## src/rtl/pipe_muldiv.sv

```systemverilog
// Iterative 32-bit multiply/divide unit with HI/LO registers for the EX stage.
// One result bit per cycle: 1 latch cycle, 32 iterate cycles, 1 fix-up cycle.
//
// state | meaning
// IDLE  | no operation pending; mthi/mtlo accepted; start latches operands
// CALC  | 32 shift-add (mult) or restoring shift-subtract (div) iterations
// FIX   | apply sign correction / divide-by-zero override, write HI/LO
module pipe_muldiv (
  input  logic        clock,
  input  logic        reset,
  input  logic        start,
  input  logic [1:0]  op,
  input  logic [31:0] a,
  input  logic [31:0] b,
  input  logic        rd_hilo,
  input  logic        wr_hi,
  input  logic        wr_lo,
  input  logic [31:0] wdata,
  output logic [31:0] hi,
  output logic [31:0] lo,
  output logic        busy,
  output logic        stall
);

  typedef enum logic [1:0] {S_IDLE, S_CALC, S_FIX} state_t;

  state_t      state_q, state_d;
  logic        div_q, div_d;
  logic        qneg_q, qneg_d;
  logic        rneg_q, rneg_d;
  logic        dz_q, dz_d;
  logic [31:0] a_q, a_d;
  logic [31:0] b_q, b_d;
  logic [31:0] araw_q, araw_d;
  logic [63:0] acc_q, acc_d;
  logic [4:0]  cnt_q, cnt_d;
  logic [31:0] hi_q, hi_d;
  logic [31:0] lo_q, lo_d;

  logic        op_signed;
  logic [31:0] a_mag, b_mag;
  logic [32:0] mul_sum;
  logic [32:0] div_rsh;
  logic        div_ge;
  logic [31:0] div_sub;
  logic [63:0] prod_fix;
  logic [31:0] quo_fix, rem_fix;

  assign op_signed = ~op[0];
  assign a_mag     = (op_signed & a[31]) ? (~a + 32'd1) : a;
  assign b_mag     = (op_signed & b[31]) ? (~b + 32'd1) : b;

  // Multiply: add multiplicand into the upper half, shift the whole product right.
  assign mul_sum   = {1'b0, acc_q[63:32]} + (b_q[0] ? {1'b0, a_q} : 33'd0);

  // Divide: bring in the next dividend bit, subtract the divisor if it fits.
  assign div_rsh   = {acc_q[63:32], a_q[31]};
  assign div_ge    = (div_rsh >= {1'b0, b_q});
  assign div_sub   = div_rsh[31:0] - b_q;

  assign prod_fix  = qneg_q ? (~acc_q + 64'd1) : acc_q;
  assign quo_fix   = qneg_q ? (~acc_q[31:0] + 32'd1) : acc_q[31:0];
  assign rem_fix   = rneg_q ? (~acc_q[63:32] + 32'd1) : acc_q[63:32];

  always_comb begin
    state_d = state_q;
    div_d   = div_q;
    qneg_d  = qneg_q;
    rneg_d  = rneg_q;
    dz_d    = dz_q;
    a_d     = a_q;
    b_d     = b_q;
    araw_d  = araw_q;
    acc_d   = acc_q;
    cnt_d   = cnt_q;
    hi_d    = hi_q;
    lo_d    = lo_q;

    case (state_q)
      S_IDLE: begin
        if (wr_hi) hi_d = wdata;
        if (wr_lo) lo_d = wdata;
        if (start) begin
          div_d   = op[1];
          a_d     = a_mag;
          b_d     = b_mag;
          araw_d  = a;
          qneg_d  = op_signed & (a[31] ^ b[31]);
          rneg_d  = op_signed & a[31];
          dz_d    = (b == 32'd0);
          acc_d   = 64'd0;
          cnt_d   = 5'd0;
          state_d = S_CALC;
        end
      end

      S_CALC: begin
        if (!div_q) begin
          acc_d = {mul_sum, acc_q[31:1]};
          b_d   = {1'b0, b_q[31:1]};
        end else begin
          acc_d = {(div_ge ? div_sub : div_rsh[31:0]), acc_q[30:0], div_ge};
          a_d   = {a_q[30:0], 1'b0};
        end
        cnt_d = cnt_q + 5'd1;
        if (cnt_q == 5'd31) state_d = S_FIX;
      end

      S_FIX: begin
        if (!div_q) begin
          hi_d = prod_fix[63:32];
          lo_d = prod_fix[31:0];
        end else if (dz_q) begin
          hi_d = araw_q;
          lo_d = 32'hFFFF_FFFF;
        end else begin
          hi_d = rem_fix;
          lo_d = quo_fix;
        end
        state_d = S_IDLE;
      end

      default: state_d = S_IDLE;
    endcase
  end

  always_ff @(posedge clock) begin
    if (reset) begin
      state_q <= S_IDLE;
      div_q   <= 1'b0;
      qneg_q  <= 1'b0;
      rneg_q  <= 1'b0;
      dz_q    <= 1'b0;
      a_q     <= 32'd0;
      b_q     <= 32'd0;
      araw_q  <= 32'd0;
      acc_q   <= 64'd0;
      cnt_q   <= 5'd0;
      hi_q    <= 32'd0;
      lo_q    <= 32'd0;
    end else begin
      state_q <= state_d;
      div_q   <= div_d;
      qneg_q  <= qneg_d;
      rneg_q  <= rneg_d;
      dz_q    <= dz_d;
      a_q     <= a_d;
      b_q     <= b_d;
      araw_q  <= araw_d;
      acc_q   <= acc_d;
      cnt_q   <= cnt_d;
      hi_q    <= hi_d;
      lo_q    <= lo_d;
    end
  end

  assign hi    = hi_q;
  assign lo    = lo_q;
  assign busy  = (state_q != S_IDLE);
  assign stall = busy & (start | rd_hilo | wr_hi | wr_lo);

endmodule
```

## config.mk

```make
export PLATFORM = sky130hd
export DESIGN_NAME = pipe_muldiv
export DESIGN_NICKNAME = d
export VERILOG_FILES = /design/src/rtl/pipe_muldiv.sv
export SDC_FILE = /design/constraint.sdc
export NUM_CORES = 1
export LEC_CHECK = 0
export CAP_MARGIN = 20
export CELL_PAD_IN_SITES_DETAIL_PLACEMENT = 0
export CELL_PAD_IN_SITES_GLOBAL_PLACEMENT = 1
export CORE_ASPECT_RATIO = 1.2
export CORE_MARGIN = 5
export CORE_UTILIZATION = 44
export CTS_BUF_LIST = sky130_fd_sc_hd__clkbuf_4 sky130_fd_sc_hd__clkbuf_8
export DETAILED_ROUTE_END_ITERATION = 8
export GPL_ROUTABILITY_DRIVEN = 0
export PLACE_DENSITY = 0.83
export SLEW_MARGIN = 20
export SYNTH_ARGS = -nofsm -noshare
export SYNTH_HDL_FRONTEND = slang
export SYNTH_SLANG_ARGS = --single-unit
```

## constraint.sdc

```tcl
create_clock -name clock -period 3.5 [get_ports clock]
set_input_delay 0.7 -clock clock [delete_from_list [all_inputs] [get_ports clock]]
set_output_delay 0.7 -clock clock [all_outputs]
set_load 0.02 [all_outputs]
```

Fig. 1: run 1, layout detail
Region (76, 49) to (116, 89) µm. Cells in grey, sequential cells in the stronger grey; small squares are vias.
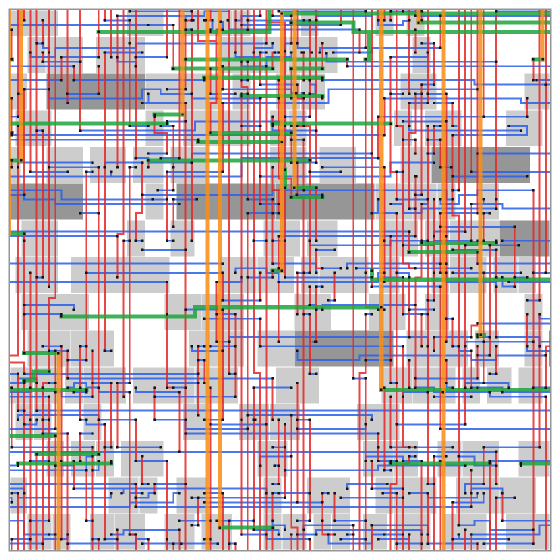
- metal 3: green
- metal 2: red
- metal 4: orange
- metal 1: blue
- cells with their middle in the window: 134
- netlist names of flops here include: acc_q (7)
- sequential cells in the window: 7
- most frequent: nand2_1 (23), buf_4 (19), nor2_1 (12)

Fig. 2: run 1, cell placement
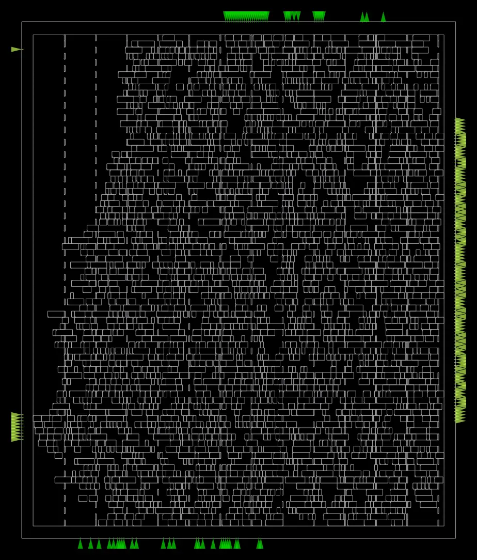
Core Area: 39600 µm²
fin cells: 3090
number of fill cells in the layout: 3931
Seq cells: 235

==> changes_impl.md, run 1 <==
## Implementation

- Worst-path fanout max: 21
- GR Util met1: 0.330
- Register bit total from synthesis: between 200 and 250
- Worst path slowest cell: ha_1
- Fin nets: between 2k and 3k
- Fraction of area in multi-input gates: 0.562
- Htree depth: 2
- Core Rows: ~80
- DIE AREA: between 40000 and 50000 µm²
- Netlist cell types: 84
- R2R Path Start: b_q[3]$_SDFFE_PP0P_
- Minimum hold slack: 447 ps
- Largest net degree at the start of global routing: about 120
- Largest Register: acc_q
- Longest Clk Path Bufs: 3
- Late-Pin Clk Latency: between 500 and 600 ps
- # Taps: between 500 and 600
- Antenna violations before repair: 1
- Post-route core utilization: 0.534
- Dominant cell type by area after synthesis: dfxtp_1
- Synth Instances: 2371
- Worst clock skew: between 20 and 25 ps
- I/O pins: approximately 170
- Worst EP arrival: about 3800 ps
- WL met3: 4390 µm
- Syn avg cell area: 7.41 µm²
- Ant. Diodes: 0
- Mi-comb count: roughly 1.9k
- Hold path depth: 2
- Cts-stage hold buffer count: 0
- HPWL after DPL: 49400 µm
- Floorplan Nets: around 2.5k
- OpenROAD warnings: 30
- Top cell excl fill/tap: nor2_1
- Top power group: sequential cells
- Num CTS Buffers: just over 40
- Max IR drop VDD: around 0.22 mV
- Status: finished, final reports clean
- Met2 Usage GRT: 0.498
- Min Tclk post-route: about 3300 ps
- Primary FF master, synth: dfxtp_1
- DR top layer: met4
- F_max: ~300 MHz
- CP most frequent cell: buf_4
- Max FFs per register: approximately 64
- Yosys adder share: 0.0529
- Vias in the first global route: between 15k and 20k
- Synth-to-layout area growth: 20.4%
- Sequential cell area share: 0.223
- Xor/xnor share: 0.0898
- Drt wl/cell: between 20 and 25 µm
- Aggregate routed wire length: ~65000 µm
- Total GRT Usage: 0.284
- Die width: just under 200 µm
- Cycle use final: 0.948
- P_clk: approximately 2.8 mW
- Most frequent cells in the layout: nor2_1 (280), nand2_1 (256), a21oi_1 (243)
- DRC: 0
- Kind of critical path: reg -> reg
- Top area contributor share: 0.268
- Most frequent cells after synthesis: nor2_1 (284), nand2_1 (257), a21oi_1 (243), dfxtp_1 (235), clkbuf_1 (150)
- Clock Sinks: approximately 240
- GR peak layer: met2
- Critical path, cell by cell: inv_1 -> ha_1 -> nand3_1 -> buf_4 -> nor4_1 -> nor4b_2 -> buf_4 -> a211oi_1 -> o21ai_0 -> or2_4 -> buf_12 -> mux2_2 -> a222oi_1 -> nor2_1
Fig. 3: run 1, met3 routing
The bar under the picture is 50 µm long.
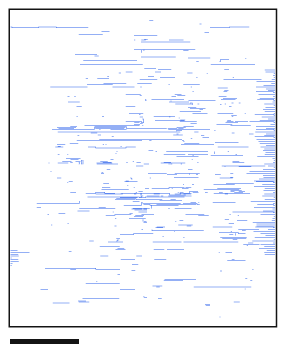
- wire length on this layer: 4390 µm
- share of all routed wire: 6.7%
- nets with wire on the layer: 324
- longest straight run: 88.3 µm

Fig. 4: run 1, clock network drawn from the DEF
The bar under the picture is 50 µm long.
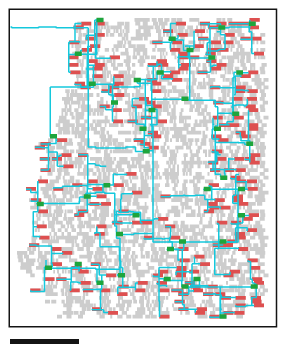

==> run 2, diff against run 1 <==
--- a/config.mk
+++ b/config.mk
@@ -8,10 +8,11 @@
 export CAP_MARGIN = 20
 export CELL_PAD_IN_SITES_DETAIL_PLACEMENT = 0
 export CELL_PAD_IN_SITES_GLOBAL_PLACEMENT = 1
-export CORE_ASPECT_RATIO = 1.2
-export CORE_MARGIN = 5
+export CORE_ASPECT_RATIO = 0.6
+export CORE_MARGIN = 2
 export CORE_UTILIZATION = 44
 export CTS_BUF_LIST = sky130_fd_sc_hd__clkbuf_4 sky130_fd_sc_hd__clkbuf_8
+export CTS_CLUSTER_DIAMETER = 50
 export DETAILED_ROUTE_END_ITERATION = 8
 export GPL_ROUTABILITY_DRIVEN = 0
 export PLACE_DENSITY = 0.83
Fig. 5: run 2, clock network drawn from the DEF
The bar under the picture is 100 µm long.
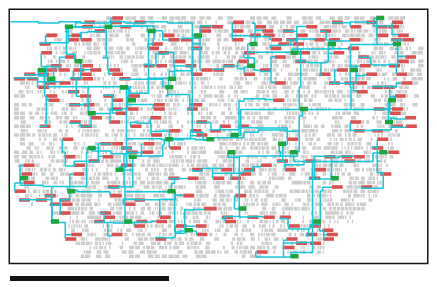
- clock drivers: green (count 42)
- flip-flops: red (count 235)
- clock wires: cyan (length 4040 µm)
- flops lie: widely spread
- routed clock nets: 43
Late-Pin Clk Latency: 620 ps
Clk network pwr share: 0.346
worst clock skew: 40.3 ps
P_clk: 2.84 mW

==> run 2 against run 1 <==
  * Setup slack got worse by 89 ps
  * Global-route usage increased by 4.7 points
  * Via count increased by 3.5%
  * Combinational power increased by 5%
  * Register-to-register slack got worse by 90 ps
  * Cell count decreased by 0.42%
  * Area after synthesis unchanged
  * Sequential cell count unchanged
==> changes_impl.md, run 2 <==
## Implementation

- Mi-comb count: 1876 (unchanged)
- Most frequent cells in the layout: nor2_1 (279), nand2_1 (255), a21oi_1 (243) (was nor2_1 (280), nand2_1 (256), a21oi_1 (243))
- Xor/xnor share: 0.0898 (unchanged)
- Syn avg cell area: 7.41 µm² (unchanged)
- Top area contributor share: 0.268 (unchanged)
- OpenROAD warnings: 29 (was 30)
- Top power group: sequential cells (unchanged)
- Status: finished, final reports clean (unchanged)
- Htree depth: 2 (unchanged)
- Top cell excl fill/tap: nor2_1 (unchanged)
- Max FFs per register: 64 (unchanged)
- DIE AREA: 41600 µm² (was 44000 µm²)
- GR Util met1: 0.534 (was 0.330)
- Critical path, cell by cell: buf_6 -> and2_1 -> ha_1 -> o211ai_1 -> o211ai_1 -> a311oi_2 -> o311a_1 -> o31a_1 -> o21ai_1 -> mux2i_1 -> o211ai_1 -> a22oi_1 (was inv_1 -> ha_1 -> nand3_1 -> buf_4 -> nor4_1 -> nor4b_2 -> buf_4 -> a211oi_1 -> o21ai_0 -> or2_4 -> buf_12 -> mux2_2 -> a222oi_1 -> nor2_1)
- Clock Sinks: 235 (unchanged)
- Sequential cell area share: 0.223 (about the same)
- DR top layer: met5 (was met4)
- Vias in the first global route: 17.1k (was 17.7k)
- Core Area: 39200 µm² (was 39600 µm²)
- Die width: 262 µm (was 192 µm)
- Worst EP arrival: 3920 ps (was 3750 ps)
- # Taps: 522 (was 533)
- Worst-path fanout max: 31 (was 21)
- Post-route core utilization: 0.539 (was 0.534)
- Synth-to-layout area growth: 20.5% (was 20.4%)
- Antenna violations before repair: 3 (was 1)
- Primary FF master, synth: dfxtp_1 (unchanged)
- Fin cells: 3077 (was 3090)
- Worst path slowest cell: o211ai_1 (was ha_1)
- WL met3: 9610 µm (was 4390 µm)
- Core Rows: 56 (was 80)
- Max IR drop VDD: 0.248 mV (was 0.216 mV)
- GR peak layer: met1 (was met2)
- R2R Path Start: b_q[0]$_SDFFE_PP0P_ (was b_q[3]$_SDFFE_PP0P_)
- Met2 Usage GRT: 0.405 (was 0.498)
- Dominant cell type by area after synthesis: dfxtp_1 (unchanged)
- Hold path depth: 2 (unchanged)
Fig. 6: run 2, met3 routing
The bar under the picture is 100 µm long.
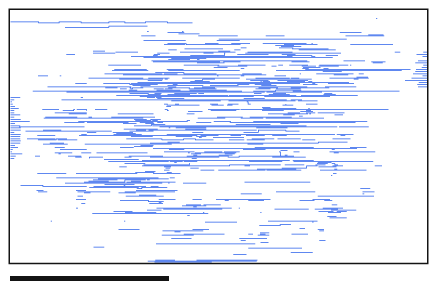

==> run 3, diff against run 2 <==
--- a/config.mk
+++ b/config.mk
@@ -13,9 +13,11 @@
 export CORE_UTILIZATION = 44
 export CTS_BUF_LIST = sky130_fd_sc_hd__clkbuf_4 sky130_fd_sc_hd__clkbuf_8
 export CTS_CLUSTER_DIAMETER = 50
+export CTS_CLUSTER_SIZE = 24
 export DETAILED_ROUTE_END_ITERATION = 8
 export GPL_ROUTABILITY_DRIVEN = 0
 export PLACE_DENSITY = 0.83
+export SKIP_LAST_GASP = 1
 export SLEW_MARGIN = 20
 export SYNTH_ARGS = -nofsm -noshare
 export SYNTH_HDL_FRONTEND = slang
Fig. 7: run 3, met3 routing
The bar under the picture is 100 µm long.
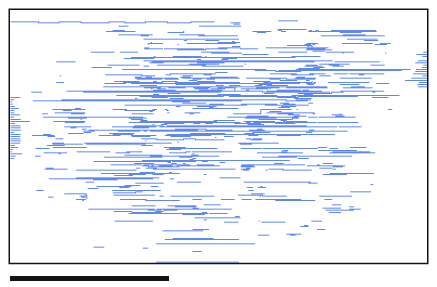
- nets with wire on the layer: 367
- longest straight run: 141 µm
- share of all routed wire: 13%
- wire length on this layer: 8990 µm
- main direction: horizontal
aggregate routed wire length: 70500 µm
vias after detailed routing: 19.1k
met3 usage: 0.0959

==> run 3 against run 2 <==
  * Count of clock-buffer cells in the layout is 38 lower
  * Sequential cell count unchanged
  * Area after synthesis unchanged
  * Routed wire length is 0.57% lower
  * Synthesized cell count stayed put
  * Via count about the same
  * Sequential share of layout area is 0.34 points higher
  * Worst hold slack got worse by 17 ps
  * Core utilization decreased by 0.79 points
  * Clock skew down 18 ps
  * Cell count down 1.0%
  * Critical endpoint is now hi[31]$_SDFFE_PP0P_
  * Highest routed layer is now met4
==> changes_impl.md, run 3 <==
## Implementation

- Xor/xnor share: 0.0898 (unchanged)
- Minimum hold slack: 403 ps (was 420 ps)
- I/O pins: 170 (unchanged)
- Top cells by area: dfxtp_1 (27%), a21oi_1 (6.9%), nor2_1 (6.1%) (unchanged)
- OpenROAD warnings: 29 (unchanged)
- Longest Clk Path Bufs: 3 (unchanged)
- Top power group: sequential cells (unchanged)
- Min Tclk post-route: 3380 ps (was 3410 ps)
- Register bit total from synthesis: 235 (unchanged)
- Dominant cell type by area after synthesis: dfxtp_1 (unchanged)
- Number of fill cells in the layout: 3829 (was 3819)
- Post-route core utilization: 0.531 (was 0.539)
- Synth Instances: 2371 (unchanged)
- CP most frequent cell: buf_4 (was o211ai_1)
- Late-Pin Clk Latency: 640 ps (was 620 ps)
- Antenna violations before repair: 0 (was 3)
- GR Util met1: 0.544 (was 0.534)
- Worst EP arrival: 3900 ps (was 3920 ps)
- Max FFs per register: 64 (unchanged)
- Cycle use final: 0.965 (was 0.974)
- Fin cells: 3045 (was 3077)
- Critical path, cell by cell: buf_4 -> or4_4 -> nor4_4 -> and2_1 -> nand3_1 -> nor3b_1 -> nor2b_1 -> o21a_1 -> o31ai_1 -> buf_4 -> o22ai_1 (was buf_6 -> and2_1 -> ha_1 -> o211ai_1 -> o211ai_1 -> a311oi_2 -> o311a_1 -> o31a_1 -> o21ai_1 -> mux2i_1 -> o211ai_1 -> a22oi_1)
- DR top layer: met4 (was met5)
- Kind of critical path: reg -> reg (unchanged)
- Seq cells: 235 (unchanged)
- Core Rows: 56 (unchanged)
- DIE AREA: 41600 µm² (unchanged)
- Met2 Usage GRT: 0.405 (about the same)
- Yosys adder share: 0.0529 (unchanged)
- Setup violations, final: 0 (unchanged)
- Floorplan Nets: 2548 (unchanged)
- HPWL after DPL: 54100 µm (unchanged)
- Fin nets: 2682 (was 2700)
- GR peak layer: met1 (unchanged)
- Top area contributor share: 0.268 (unchanged)
- Top cell excl fill/tap: nor2_1 (unchanged)
- Fraction of area in multi-input gates: 0.571 (was 0.564)
- Worst-path fanout max: 8 (was 31)
- Total GRT Usage: 0.328 (was 0.331)
- P_clk: 2.29 mW (was 2.84 mW)
- Synth-to-layout area growth: 18.7% (was 20.5%)
- Clk network pwr share: 0.299 (was 0.346)
- Primary FF master, synth: dfxtp_1 (unchanged)
- Htree depth: 1 (was 2)
- Largest Register: acc_q (unchanged)
- CTS root buffer: clkbuf_8 (unchanged)
- Ant. Diodes: 0 (was 1)
- Netlist cell types: 84 (unchanged)
- Clock Sinks: 235 (unchanged)
- Worst clock skew: 22.2 ps (was 40.3 ps)
- Most frequent cells after synthesis: nor2_1 (284), nand2_1 (257), a21oi_1 (243), dfxtp_1 (235), clkbuf_1 (150) (unchanged)
- Hold path depth: 2 (unchanged)
- F_max: 296 MHz (was 293 MHz)
- Status: finished, final reports clean (unchanged)
- Largest net degree at the start of global routing: 137 (unchanged)
- Vias in the first global route: 16.9k (was 17.1k)
- Mi-comb count: 1876 (unchanged)
- DRC: 0 (unchanged)
- Syn avg cell area: 7.41 µm² (unchanged)
Power and IR drop assume default switching activity.
